### Signal wires by layer

Bar = 20 um.
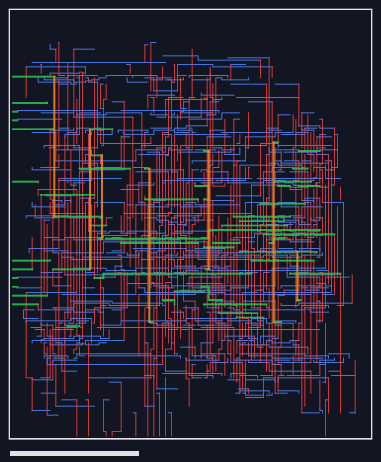
### Drive-strength map

Bar = 20 um.
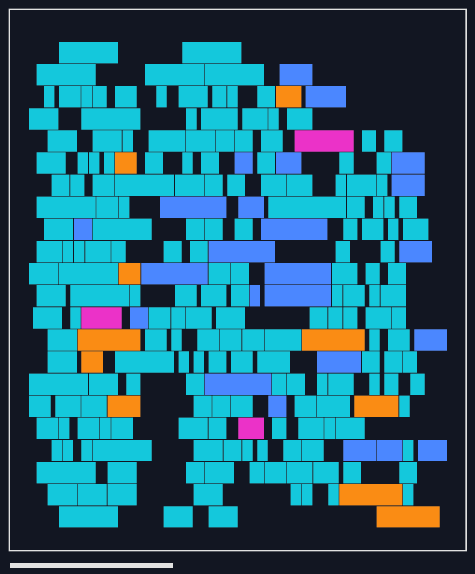
### Nets reached from selected ports

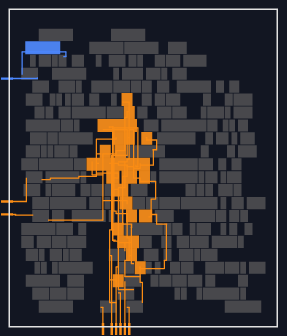
### Clock routing

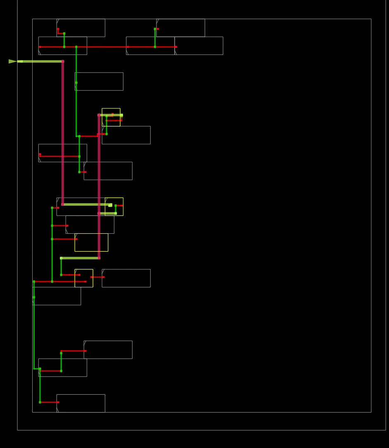
### Sequential cells grouped by signal name

Bar = 20 um. Other sequential cells in the stronger gray, the rest of the logic in the fainter gray.
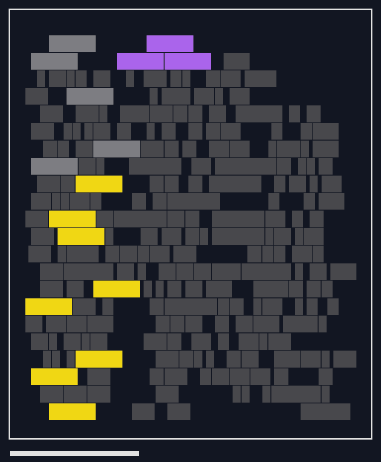
===== src/rtl/rr_arb_if.sv =====
// Request/grant bundle between N requesters and the round-robin arbiter.
interface rr_arb_if #(
  parameter int unsigned N     = 8,
  parameter int unsigned IDX_W = 3
);
  logic [N-1:0]     req;
  logic [N-1:0]     gnt;
  logic [IDX_W-1:0] gnt_idx;
  logic             gnt_valid;
  logic             timeout_err;

  modport master (output req, input gnt, gnt_idx, gnt_valid, timeout_err);
  modport slave  (input req, output gnt, gnt_idx, gnt_valid, timeout_err);
endinterface


===== src/rtl/rr_arb_encoder.sv =====
// Round-robin arbiter with registered one-hot grant and encoded index for mux steering.
// Optional forced-revoke timeout enabled by defining ARB_TIMEOUT_EN.
module rr_arb_encoder #(
  parameter int unsigned N        = 8,
  parameter int unsigned IDX_W    = 3,
  parameter int unsigned HOLD_MAX = 16
) (
  input  logic      clk,
  input  logic      rst_n,
  rr_arb_if.slave   bus
);

  typedef enum logic {IDLE, BUSY} state_t;

  state_t           state;
  logic [IDX_W-1:0] ptr;
  logic [N-1:0]     blk;

  logic [IDX_W-1:0] next_ptr_c;
  logic [IDX_W-1:0] start_c;
  logic [IDX_W-1:0] cand_c;
  logic [IDX_W-1:0] win_c;
  logic [N-1:0]     eligible_c;
  logic             owner_req_c;
  logic             revoke_c;
  logic             handoff_c;
  logic             found_c;

  if (IDX_W != $clog2(N) || N < 2 || N > 32 || HOLD_MAX < 1) begin : g_param_check
    $error("rr_arb_encoder: illegal parameterisation");
  end

  // Release/revoke bookkeeping: the current owner is always excluded from the search.
  always_comb begin
    owner_req_c = bus.req[bus.gnt_idx];
    next_ptr_c  = (bus.gnt_idx == IDX_W'(N - 1)) ? '0 : bus.gnt_idx + 1'b1;
    start_c     = (state == BUSY) ? next_ptr_c : ptr;
    eligible_c  = bus.req & ~blk & ~bus.gnt;
    handoff_c   = (state == BUSY) && (!owner_req_c || revoke_c);
  end

  // First eligible requester in rotating order starting at start_c.
  always_comb begin
    found_c = 1'b0;
    win_c   = '0;
    cand_c  = '0;
    for (int unsigned i = 0; i < N; i++) begin
      cand_c = IDX_W'((32'(start_c) + i) % N);
      if (!found_c && eligible_c[cand_c]) begin
        found_c = 1'b1;
        win_c   = cand_c;
      end
    end
  end

  always_ff @(posedge clk) begin
    if (!rst_n) begin
      state         <= IDLE;
      ptr           <= '0;
      bus.gnt       <= '0;
      bus.gnt_idx   <= '0;
      bus.gnt_valid <= 1'b0;
    end else begin
      case (state)
        IDLE: begin
          if (found_c) begin
            state         <= BUSY;
            bus.gnt       <= N'(1) << win_c;
            bus.gnt_idx   <= win_c;
            bus.gnt_valid <= 1'b1;
          end
        end
        BUSY: begin
          if (handoff_c) begin
            ptr <= next_ptr_c;
            if (found_c) begin
              bus.gnt       <= N'(1) << win_c;
              bus.gnt_idx   <= win_c;
              bus.gnt_valid <= 1'b1;
            end else begin
              state         <= IDLE;
              bus.gnt       <= '0;
              bus.gnt_valid <= 1'b0;
            end
          end
        end
        default: state <= IDLE;
      endcase
    end
  end

`ifdef ARB_TIMEOUT_EN
  localparam int unsigned CNT_W = $clog2(HOLD_MAX + 1);

  logic [CNT_W-1:0] hold_cnt;
  logic             grant_new_c;

  // Revoke on the edge that would start the (HOLD_MAX+1)-th held cycle.
  assign revoke_c    = (state == BUSY) && owner_req_c && (hold_cnt == CNT_W'(HOLD_MAX - 1));
  assign grant_new_c = found_c && ((state == IDLE) || handoff_c);

  // A revoked owner stays blocked until it lowers its request once.
  always_ff @(posedge clk) begin
    if (!rst_n) begin
      hold_cnt        <= '0;
      blk             <= '0;
      bus.timeout_err <= 1'b0;
    end else begin
      bus.timeout_err <= revoke_c;
      blk             <= (blk & bus.req) | (revoke_c ? (N'(1) << bus.gnt_idx) : '0);
      if (grant_new_c) begin
        hold_cnt <= '0;
      end else if (state == BUSY) begin
        hold_cnt <= hold_cnt + 1'b1;
      end
    end
  end
`else
  assign revoke_c        = 1'b0;
  assign blk             = '0;
  assign bus.timeout_err = 1'b0;
`endif

endmodule

===== src/flat_wrapper.sv =====
// flat-port wrapper written by rule: the top's interface ports become plain ports
module rr_arb_encoder_flat 
#(
  parameter int unsigned N        = 8,
  parameter int unsigned IDX_W    = 3,
  parameter int unsigned HOLD_MAX = 16
)
  (clk, rst_n, bus_req, bus_gnt, bus_gnt_idx, bus_gnt_valid, bus_timeout_err);
  rr_arb_if #(.N(N), .IDX_W(IDX_W)) bus_i ();
  input  logic clk;
  input  logic rst_n;
  input wire logic [$bits(bus_i.req)-1:0] bus_req;
  output wire logic [$bits(bus_i.gnt)-1:0] bus_gnt;
  output wire logic [$bits(bus_i.gnt_idx)-1:0] bus_gnt_idx;
  output wire logic [$bits(bus_i.gnt_valid)-1:0] bus_gnt_valid;
  output wire logic [$bits(bus_i.timeout_err)-1:0] bus_timeout_err;
  assign bus_i.req = bus_req;
  assign bus_gnt = bus_i.gnt;
  assign bus_gnt_idx = bus_i.gnt_idx;
  assign bus_gnt_valid = bus_i.gnt_valid;
  assign bus_timeout_err = bus_i.timeout_err;
  rr_arb_encoder #(.N(N), .IDX_W(IDX_W), .HOLD_MAX(HOLD_MAX)) u_core (.clk(clk), .rst_n(rst_n), .bus(bus_i));
endmodule

===== config.mk =====
export PLATFORM = sky130hd
export DESIGN_NAME = rr_arb_encoder_flat
export DESIGN_NICKNAME = d
export VERILOG_FILES = /design/src/rtl/rr_arb_if.sv /design/src/rtl/rr_arb_encoder.sv /design/src/flat_wrapper.sv
export SDC_FILE = /design/constraint.sdc
export NUM_CORES = 1
export LEC_CHECK = 0
export CAP_MARGIN = 20
export CORE_ASPECT_RATIO = 1.2
export CORE_MARGIN = 2
export CORE_UTILIZATION = 56
export DETAILED_ROUTE_END_ITERATION = 8
export PLACE_DENSITY_LB_ADDON = 0.08
export SYNTH_ARGS = -nofsm -noshare
export SYNTH_HDL_FRONTEND = slang
export SYNTH_SLANG_ARGS = --single-unit

===== constraint.sdc =====
create_clock -name clk -period 5.5 [get_ports clk]
set_input_delay 1.65 -clock clk [delete_from_list [all_inputs] [get_ports clk]]
set_output_delay 1.65 -clock clk [all_outputs]
set_load 0.02 [all_outputs]

==> results.txt <==
flow finished, numbers: vias 1808, relative slew slack 0.5055, largest net degree at the start of global routing 16, Total Nets Final 241, Final Hold Violation Tally 0, setup TNS 0 ns, Die Span Y 66.44 um, Area leader share 0.1761, period utilisation layout 0.8916, Hold Path End u_core.ptr[0], fin crit period 4.904 ns, DR iter-0 viols 107, CTS tree built, simple share 0.3246, Largest logic family simple AND/OR/NAND/NOR gates, top cells by count nand2_1 (21), nor2_1 (17), dfxtp_1 (16), Layout Area Growth over Synthesis 12.59%, Placed Instances 259, Worst path max stage delay 0.64 ns, H-tree lvl count 1, Least-Margin Pin Slew 0.7364 ns, clk root buf clkbuf_4, fin util 0.6644, M2 GR Usage 0.5103, crit path buf inv count 1, Data arrival, critical path 5.09 ns, # setup viols final 0, CTS resizes 0, GR Overflow Total 0, placed cell areas 2012 um^2, pre-placement core utilization 0.5901, start point of the worst hold path u_core.ptr[0], worst path cell trace ha_1 -> ha_1 -> nand3b_1 -> and2_1 -> inv_2 -> ha_1 -> nor3b_1 -> a2111o_1 -> and2_1 -> mux2_4 -> nor3b_1 -> a31oi_4 -> nor2_1 -> nand2_1 -> o41ai_1, r2r worst-path depth 15, gpl congestion 1.070, most frequent cells in the layout nand2_1 (21), clkdlybuf4s50_1 (21), nor2_1 (17), cells in synth_stat.txt 209, CP Depth 15, P per Cell Area 667.6 nW/um^2, Detail Route Antenna Nets 0, DRC violations left 0, Hold Path Class register to register, Mapped Nets 222, Main synth FF type dfxtp_1, multi-input logic area 1409 um^2, Worst EP required 5.69 ns, register area share after synthesis 0.1761, FMAX 203.9 MHz, cell area after layout 2048 um^2, Ports 23, drt pass-1 iters 5, stage-log warning count 26, initial antenna violation count 0, area fraction in compound gates 0.2263, family with the most delay on the worst path simple AND/OR/NAND/NOR gates, Setup crit end u_core.bus.gnt[6], Cell Type Count 62, largest area contributor in the netlist dfxtp_1, routed wire length 5052 um, Post-CTS Setup Bufs 0, Setup crit start kind register, Hold-fix buffers, CTS 0, Yosys warnings 0, synthesized instance count 209, CTS Buffer Depth 2, die area 3722 um^2, highest routing layer actually used met4, YS chip area 1819 um^2, Routed WL per cell 19.21 um, Max IR drop VDD 0.4862 mV, pins over their slew limit 0, reg-to-reg startpoint u_core.bus.gnt_idx[0], adder-cell share of the synthesized area 0.02063, total power 1.367 mW, worst setup path startpoint u_core.bus.gnt_idx[0], xor/xnor share 0.01926, DP HPWL 4074 um, Max-cap violations 0, Fin Hold WS 0.4887 ns, hold path depth 2, GR met3 Demand/Resource 0.03914, DR WL met3 303 um, global-route wire length before repair 8128 um, unrepaired setup endpoints after global routing no, reg2reg end u_core.bus.gnt[6], share of cells above drive strength 1 0.1630, post-DR vias/cell 6.875, die width 56.03 um, Yosys reg bits 16, status finished, final reports clean, crit-path max FO 15, mapped cell area 1819 um^2, most frequent cell after synthesis nand2_1, Leak 0.7193 nW, crit path capture type register, top cells by area dfxtp_1 (18%), mux4_2 (8.7%), nand2_1 (4.3%), met2 WL 2542 um, Avg Inst Size Synth 8.705 um^2, CTS buffer count 3, vias in the first global route 1715, MUX share of area 0.1816, Post-synth EDFFs 0, Placement Setup Slack 0.6037 ns, GRT busiest layer met2, Reg area 320.3 um^2, Core Rows 22, Reg clk slew, reported paths 0.09 ns, total core area 3083 um^2, GR Util All Layers 0.2826, fin worst setup slack 0.5962 ns, Slowest-stage cell, CP ha_1, diode count 0
About 'Signal wires by layer':
[met3] green | wire length: 303 um
[met4] orange | wire length: 134 um
[met1] blue | wire length: 2070 um
[met2] red | wire length: 2540 um

About 'Drive-strength map':
[drive 1 or less] cyan | cells: 190 | share: 84%
[drive 6 and up] magenta | cells: 3 | share: 1.3%
[drive 2] blue | cells: 24 | share: 11% | most used: mux4_2
[drive 3 to 4] orange | cells: 10 | share: 4.4% | most used: clkbuf_4

About 'Nets reached from selected ports':
[bus_gnt_valid] blue | bits: 1 | direction: output | end cells: 1 | buffers: 1 | wire: 20.9 um
[bus_req] orange | bits: 8 | direction: input | end cells: 24 | buffers: 8 | wire: 426 um

About 'Clock routing':
clock network power: 78.0 uW
Worst Skew: 0.002015 ns
CTS sink count: 16
Clock Latency Late Sink: 0.29 ns

About 'Sequential cells grouped by signal name':
[u_core.bus.gnt] yellow | flops: 8
[u_core.ptr] purple | flops: 3
not colored: 5

[area by class of cell]
type                    count  area share
multi-input cells         180      0.6878
flip-flops and latches     16      0.1564
repair buffers             21      0.1026
well taps                  36     0.02199
clock buffers               4     0.01772
inverters                   6     0.01344
[sequential cells by signal, indices dropped and copies added, names as in the netlist]
signal,flops
u_core.bus.gnt,8
u_core.bus.gnt_valid,1
u_core.ptr,3
u_core.bus.gnt_idx,3
u_core.state,1
[tightest hold or removal path, cell delays in order, from the launching register on]
cell and delay, ns:
dfxtp_1 0.34, nand2_1 0.06, a21oi_1 0.05
[power breakdown]
group | switching, mW | internal (mW) | leakage [nW]
combinational | 0.658 | 0.444 | 0.567
sequential | 0.0405 | 0.146 | 0.131
clock | 0.0376 | 0.0404 | 0.0210
total | 0.736 | 0.631 | 0.719
Power figures rest on the tool's default switching activity, not on a simulated workload.
